**src/rtl/labft_recovery_ctrl_if.sv**
```systemverilog
// Handshake bundle between the LABFT recovery controller, the error
// detector that feeds it and the tile scheduler that owns retries.
interface labft_recovery_ctrl_if #(
    parameter int maxRetries   = 2,
    parameter int tileIdWidth  = 8,
    parameter int counterWidth = 16,
    parameter int retryWidth   = $clog2(maxRetries + 1)
);
    logic                    start;
    logic [tileIdWidth-1:0]  tile_id;
    logic                    tile_done;
    logic [3:0]              error;
    logic                    retry_ack;
    logic                    fatal_clear;
    logic                    interrupt;
    logic                    tile_ok;
    logic                    retry_req;
    logic [tileIdWidth-1:0]  retry_tile;
    logic                    fatal;
    logic [3:0]              err_syndrome;
    logic [counterWidth-1:0] err_count;
    logic [retryWidth-1:0]   attempt;
    logic                    busy;

    modport master (
        output start, tile_id, tile_done, error, retry_ack, fatal_clear,
        input  interrupt, tile_ok, retry_req, retry_tile, fatal,
        input  err_syndrome, err_count, attempt, busy
    );

    modport slave (
        input  start, tile_id, tile_done, error, retry_ack, fatal_clear,
        output interrupt, tile_ok, retry_req, retry_tile, fatal,
        output err_syndrome, err_count, attempt, busy
    );
endinterface

```
**src/rtl/labft_recovery_ctrl.sv**
```systemverilog
// LABFT recovery controller: commits, re-issues or fails a tile based on
// the detector's final error vector; every output is a register.
module labft_recovery_ctrl #(
    parameter int maxRetries   = 2,
    parameter int tileIdWidth  = 8,
    parameter int counterWidth = 16,
    parameter int retryWidth   = $clog2(maxRetries + 1)
) (
    input logic                  clk,
    input logic                  rst,
    labft_recovery_ctrl_if.slave bus
);
    typedef enum logic [1:0] {
        IDLE  = 2'd0,
        RUN   = 2'd1,
        RETRY = 2'd2,
        FATAL = 2'd3
    } state_t;

    state_t                  r_state;
    logic [tileIdWidth-1:0]  r_tile;
    logic                    r_interrupt;
    logic                    r_tile_ok;
    logic                    r_retry_req;
    logic                    r_fatal;
    logic [3:0]              r_syndrome;
    logic [counterWidth-1:0] r_err_count;
    logic [retryWidth-1:0]   r_attempt;
    logic                    r_busy;

    logic w_err;
    logic w_exhausted;
    logic w_cnt_full;

    assign w_err       = |bus.error;
    assign w_exhausted = (r_attempt >= retryWidth'(maxRetries));
    assign w_cnt_full  = &r_err_count;

    always_ff @(posedge clk or negedge rst) begin
        if (!rst) begin
            r_state     <= IDLE;
            r_tile      <= '0;
            r_interrupt <= 1'b0;
            r_tile_ok   <= 1'b0;
            r_retry_req <= 1'b0;
            r_fatal     <= 1'b0;
            r_syndrome  <= '0;
            r_err_count <= '0;
            r_attempt   <= '0;
            r_busy      <= 1'b0;
        end else begin
            r_interrupt <= 1'b0;
            r_tile_ok   <= 1'b0;
            unique case (r_state)
                IDLE: begin
                    if (bus.start) begin
                        r_tile    <= bus.tile_id;
                        r_attempt <= '0;
                        r_busy    <= 1'b1;
                        r_state   <= RUN;
                    end
                end
                RUN: begin
                    if (bus.tile_done) begin
                        r_interrupt <= 1'b1;
                        if (!w_err) begin
                            r_tile_ok <= 1'b1;
                            r_busy    <= 1'b0;
                            r_state   <= IDLE;
                        end else begin
                            r_syndrome <= bus.error;
                            if (!w_cnt_full)
                                r_err_count <= r_err_count + 1'b1;
                            if (w_exhausted) begin
                                r_fatal <= 1'b1;
                                r_state <= FATAL;
                            end else begin
                                r_retry_req <= 1'b1;
                                r_state     <= RETRY;
                            end
                        end
                    end
                end
                RETRY: begin
                    if (bus.retry_ack) begin
                        r_attempt   <= r_attempt + 1'b1;
                        r_retry_req <= 1'b0;
                        r_state     <= RUN;
                    end
                end
                FATAL: begin
                    if (bus.fatal_clear) begin
                        r_fatal   <= 1'b0;
                        r_attempt <= '0;
                        r_busy    <= 1'b0;
                        r_state   <= IDLE;
                    end
                end
                default: r_state <= IDLE;
            endcase
        end
    end

    assign bus.interrupt    = r_interrupt;
    assign bus.tile_ok      = r_tile_ok;
    assign bus.retry_req    = r_retry_req;
    assign bus.retry_tile   = r_tile;
    assign bus.fatal        = r_fatal;
    assign bus.err_syndrome = r_syndrome;
    assign bus.err_count    = r_err_count;
    assign bus.attempt      = r_attempt;
    assign bus.busy         = r_busy;
endmodule

```
**src/flat_wrapper.sv**
```systemverilog
// flat-port wrapper written by rule: the top's interface ports become plain ports
module labft_recovery_ctrl_flat 
#(
    parameter int maxRetries   = 2,
    parameter int tileIdWidth  = 8,
    parameter int counterWidth = 16,
    parameter int retryWidth   = $clog2(maxRetries + 1)
)
  (clk, rst, bus_start, bus_tile_id, bus_tile_done, bus_error, bus_retry_ack, bus_fatal_clear, bus_interrupt, bus_tile_ok, bus_retry_req, bus_retry_tile, bus_fatal, bus_err_syndrome, bus_err_count, bus_attempt, bus_busy);
  labft_recovery_ctrl_if #(.maxRetries(maxRetries), .tileIdWidth(tileIdWidth), .counterWidth(counterWidth), .retryWidth(retryWidth)) bus_i ();
  input logic clk;
  input logic rst;
  input wire logic [$bits(bus_i.start)-1:0] bus_start;
  input wire logic [$bits(bus_i.tile_id)-1:0] bus_tile_id;
  input wire logic [$bits(bus_i.tile_done)-1:0] bus_tile_done;
  input wire logic [$bits(bus_i.error)-1:0] bus_error;
  input wire logic [$bits(bus_i.retry_ack)-1:0] bus_retry_ack;
  input wire logic [$bits(bus_i.fatal_clear)-1:0] bus_fatal_clear;
  output wire logic [$bits(bus_i.interrupt)-1:0] bus_interrupt;
  output wire logic [$bits(bus_i.tile_ok)-1:0] bus_tile_ok;
  output wire logic [$bits(bus_i.retry_req)-1:0] bus_retry_req;
  output wire logic [$bits(bus_i.retry_tile)-1:0] bus_retry_tile;
  output wire logic [$bits(bus_i.fatal)-1:0] bus_fatal;
  output wire logic [$bits(bus_i.err_syndrome)-1:0] bus_err_syndrome;
  output wire logic [$bits(bus_i.err_count)-1:0] bus_err_count;
  output wire logic [$bits(bus_i.attempt)-1:0] bus_attempt;
  output wire logic [$bits(bus_i.busy)-1:0] bus_busy;
  assign bus_i.start = bus_start;
  assign bus_i.tile_id = bus_tile_id;
  assign bus_i.tile_done = bus_tile_done;
  assign bus_i.error = bus_error;
  assign bus_i.retry_ack = bus_retry_ack;
  assign bus_i.fatal_clear = bus_fatal_clear;
  assign bus_interrupt = bus_i.interrupt;
  assign bus_tile_ok = bus_i.tile_ok;
  assign bus_retry_req = bus_i.retry_req;
  assign bus_retry_tile = bus_i.retry_tile;
  assign bus_fatal = bus_i.fatal;
  assign bus_err_syndrome = bus_i.err_syndrome;
  assign bus_err_count = bus_i.err_count;
  assign bus_attempt = bus_i.attempt;
  assign bus_busy = bus_i.busy;
  labft_recovery_ctrl #(.maxRetries(maxRetries), .tileIdWidth(tileIdWidth), .counterWidth(counterWidth), .retryWidth(retryWidth)) u_core (.clk(clk), .rst(rst), .bus(bus_i));
endmodule
```
**config.mk**
```make
export PLATFORM = sky130hd
export DESIGN_NAME = labft_recovery_ctrl_flat
export DESIGN_NICKNAME = d
export VERILOG_FILES = /design/src/rtl/labft_recovery_ctrl_if.sv /design/src/rtl/labft_recovery_ctrl.sv /design/src/flat_wrapper.sv
export SDC_FILE = /design/constraint.sdc
export NUM_CORES = 1
export LEC_CHECK = 0
export ABC_CLOCK_PERIOD_IN_PS = 2110
export CAP_MARGIN = 20
export CORE_ASPECT_RATIO = 0.8
export CORE_MARGIN = 10
export CORE_UTILIZATION = 46
export CTS_CLUSTER_SIZE = 12
export DETAILED_ROUTE_END_ITERATION = 8
export PLACE_DENSITY = 0.86
export SETUP_SLACK_MARGIN = 0.2
export SYNTH_ARGS = -nofsm -noshare
export SYNTH_HDL_FRONTEND = slang
export SYNTH_SLANG_ARGS = --single-unit
```
**constraint.sdc**
```tcl
create_clock -name clk -period 2.11 [get_ports clk]
set_input_delay 0.211 -clock clk [delete_from_list [all_inputs] [get_ports clk]]
set_output_delay 0.211 -clock clk [all_outputs]
set_load 0.005 [all_outputs]
```
Figure 1. Sequential cells coloured by netlist name.
Other sequential cells in the stronger grey, the rest of the logic in the fainter grey.
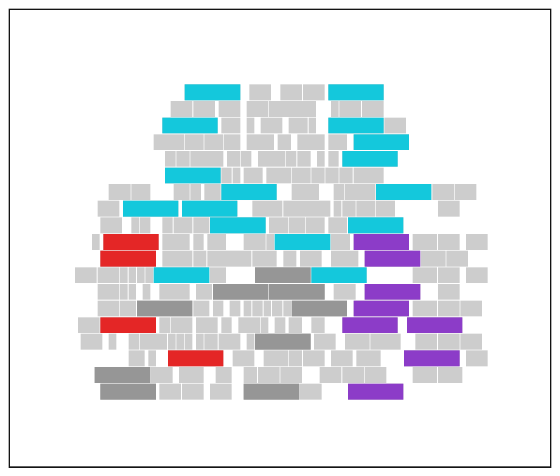
- u_core.bus.retry_tile: purple (placed flops 8)
- u_core.bus.err_syndrome: red (placed flops 4)
- u_core.bus.err_count: cyan (placed flops 16)

==> flow_metrics.tcl <==
# collected from the flow reports
set metrics [dict create \
    crit_end "u_core.bus.err_count[1]" \
    nets 229 \
    cts_made_buffers 5 \
    slew_headroom 0.6964 \
    largest_register_ffs 16 \
    crit_cells 5 \
    ff_count 37 \
    status "finished, final reports clean" \
    p_leak_nw 1.085 \
    die_width_um 88.33 \
    antenna_found_initial 0 \
    worst_hold_slack_ns 0.3361 \
    drv_slew 0 \
    wl_met2_um 2115 \
    rows 19 \
    logic_gate_count 102 \
    place_area_mm2 0.002315 \
    worstMarginPinSlew_ns 0.4554 \
    drc_errors 0 \
    signal_buffers 60 \
    hp-class "input pin to async pin" \
    synth_seq_share 0.5390 \
    hold_viol_final 0 \
    grt_pass1_wl_um 7134 \
    gp_congestion 0.8243 \
    synthTopCellsByCount "dfrtp_1 (37), nand2_1 (23), xor2_1 (15)" \
    adder_share 0.01457 \
    ant_nets 0 \
    dp.cells 242 \
    cpPeakStageDelay_ns 0.47 \
    regArea_um2 925.9 \
    area_growth_pct 42.24 \
    grt_pass1_vias 1460 \
    clock_area_frac 0.04147 \
    logic_family "simple AND/OR/NAND/NOR gates" \
    m1WireLength_um 1701 \
    clkTransAtPathRegs_ns 0.07 \
    layout_top_cell "clkdlybuf4s50_1" \
    layout-drive-gt1-share 0.2000 \
    pwr-share-comb 0.393 \
    syn_nets 169 \
    cts.repair.resized 1 \
    post_drt_wl_per_cell_um 17.22 \
    overflow 0 \
    maxPowerGroup "sequential cells" \
    synth_area_leader_cell "dfrtp_1" \
    highest_layer "met4" \
    critPathCaptureType "flop" \
    ir_drop_mv 0.6511 \
    cts_root_buf "clkbuf_8" \
    syn_inst 149 \
    wl_um 4339 \
    sh_comb_area 0.3108 \
    logic_area_um2 759.5 \
    grt_use_total 0.1397 \
    cts_tree "done" \
    viasPerCell 5.532 \
    final_area_mm2 0.002444 \
    crit_path_top_delay_cell "nor4_4" \
    die_y_um 74.66 \
    hold_buffers 0 \
    met3_length_um 344 \
    diodes 0 \
    final_util 0.6945 \
    nNonClkInverters 3 \
    clock_latency_ns 0.29 \
    r2r_slack_ns 0.29 \
    internal-power_mw 1.885 \
    fp_util 0.4883 \
    cts_buffer_depth 2 \
    synth_flops 37 \
    rsz0062_at_grt "false" \
    via_count 1394 \
    yosys-stat-cells 149 \
    crit_family "simple AND/OR/NAND/NOR gates" \
    r2r-start "u_core.bus.err_count[1]" \
    power_density_mw_per_mm2 1122 \
    warnings 26 \
    setup_violations 0 \
    grt_use_met1 0.1489 \
    ys_types 36 \
    syn_avg_cell_area_um2 11.53 \
    p_clk_mw 0.538 \
    critPathLaunch "u_core.bus.err_count[1]" \
    fin_crit_sh 0.8618 \
    final_cell_count_no_fill 252 \
    ff2ff_path_depth 5 \
    largest_class "sequential cells" \
    path_class "flop to flop" \
    cts.sinks 37 \
    arrival_ns 1.99 \
]
Figure 2. Placement view.
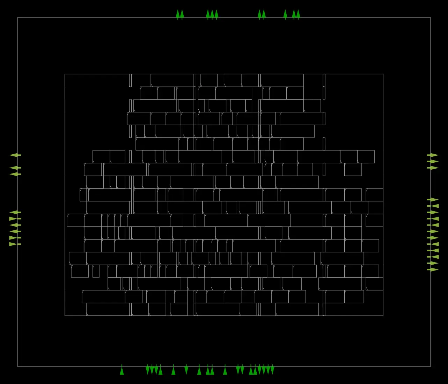
core area: 0.003518 mm²
Seq area share: 0.3789
fillers: 246

No activity file was given, so power comes from the tool's default toggle rates.
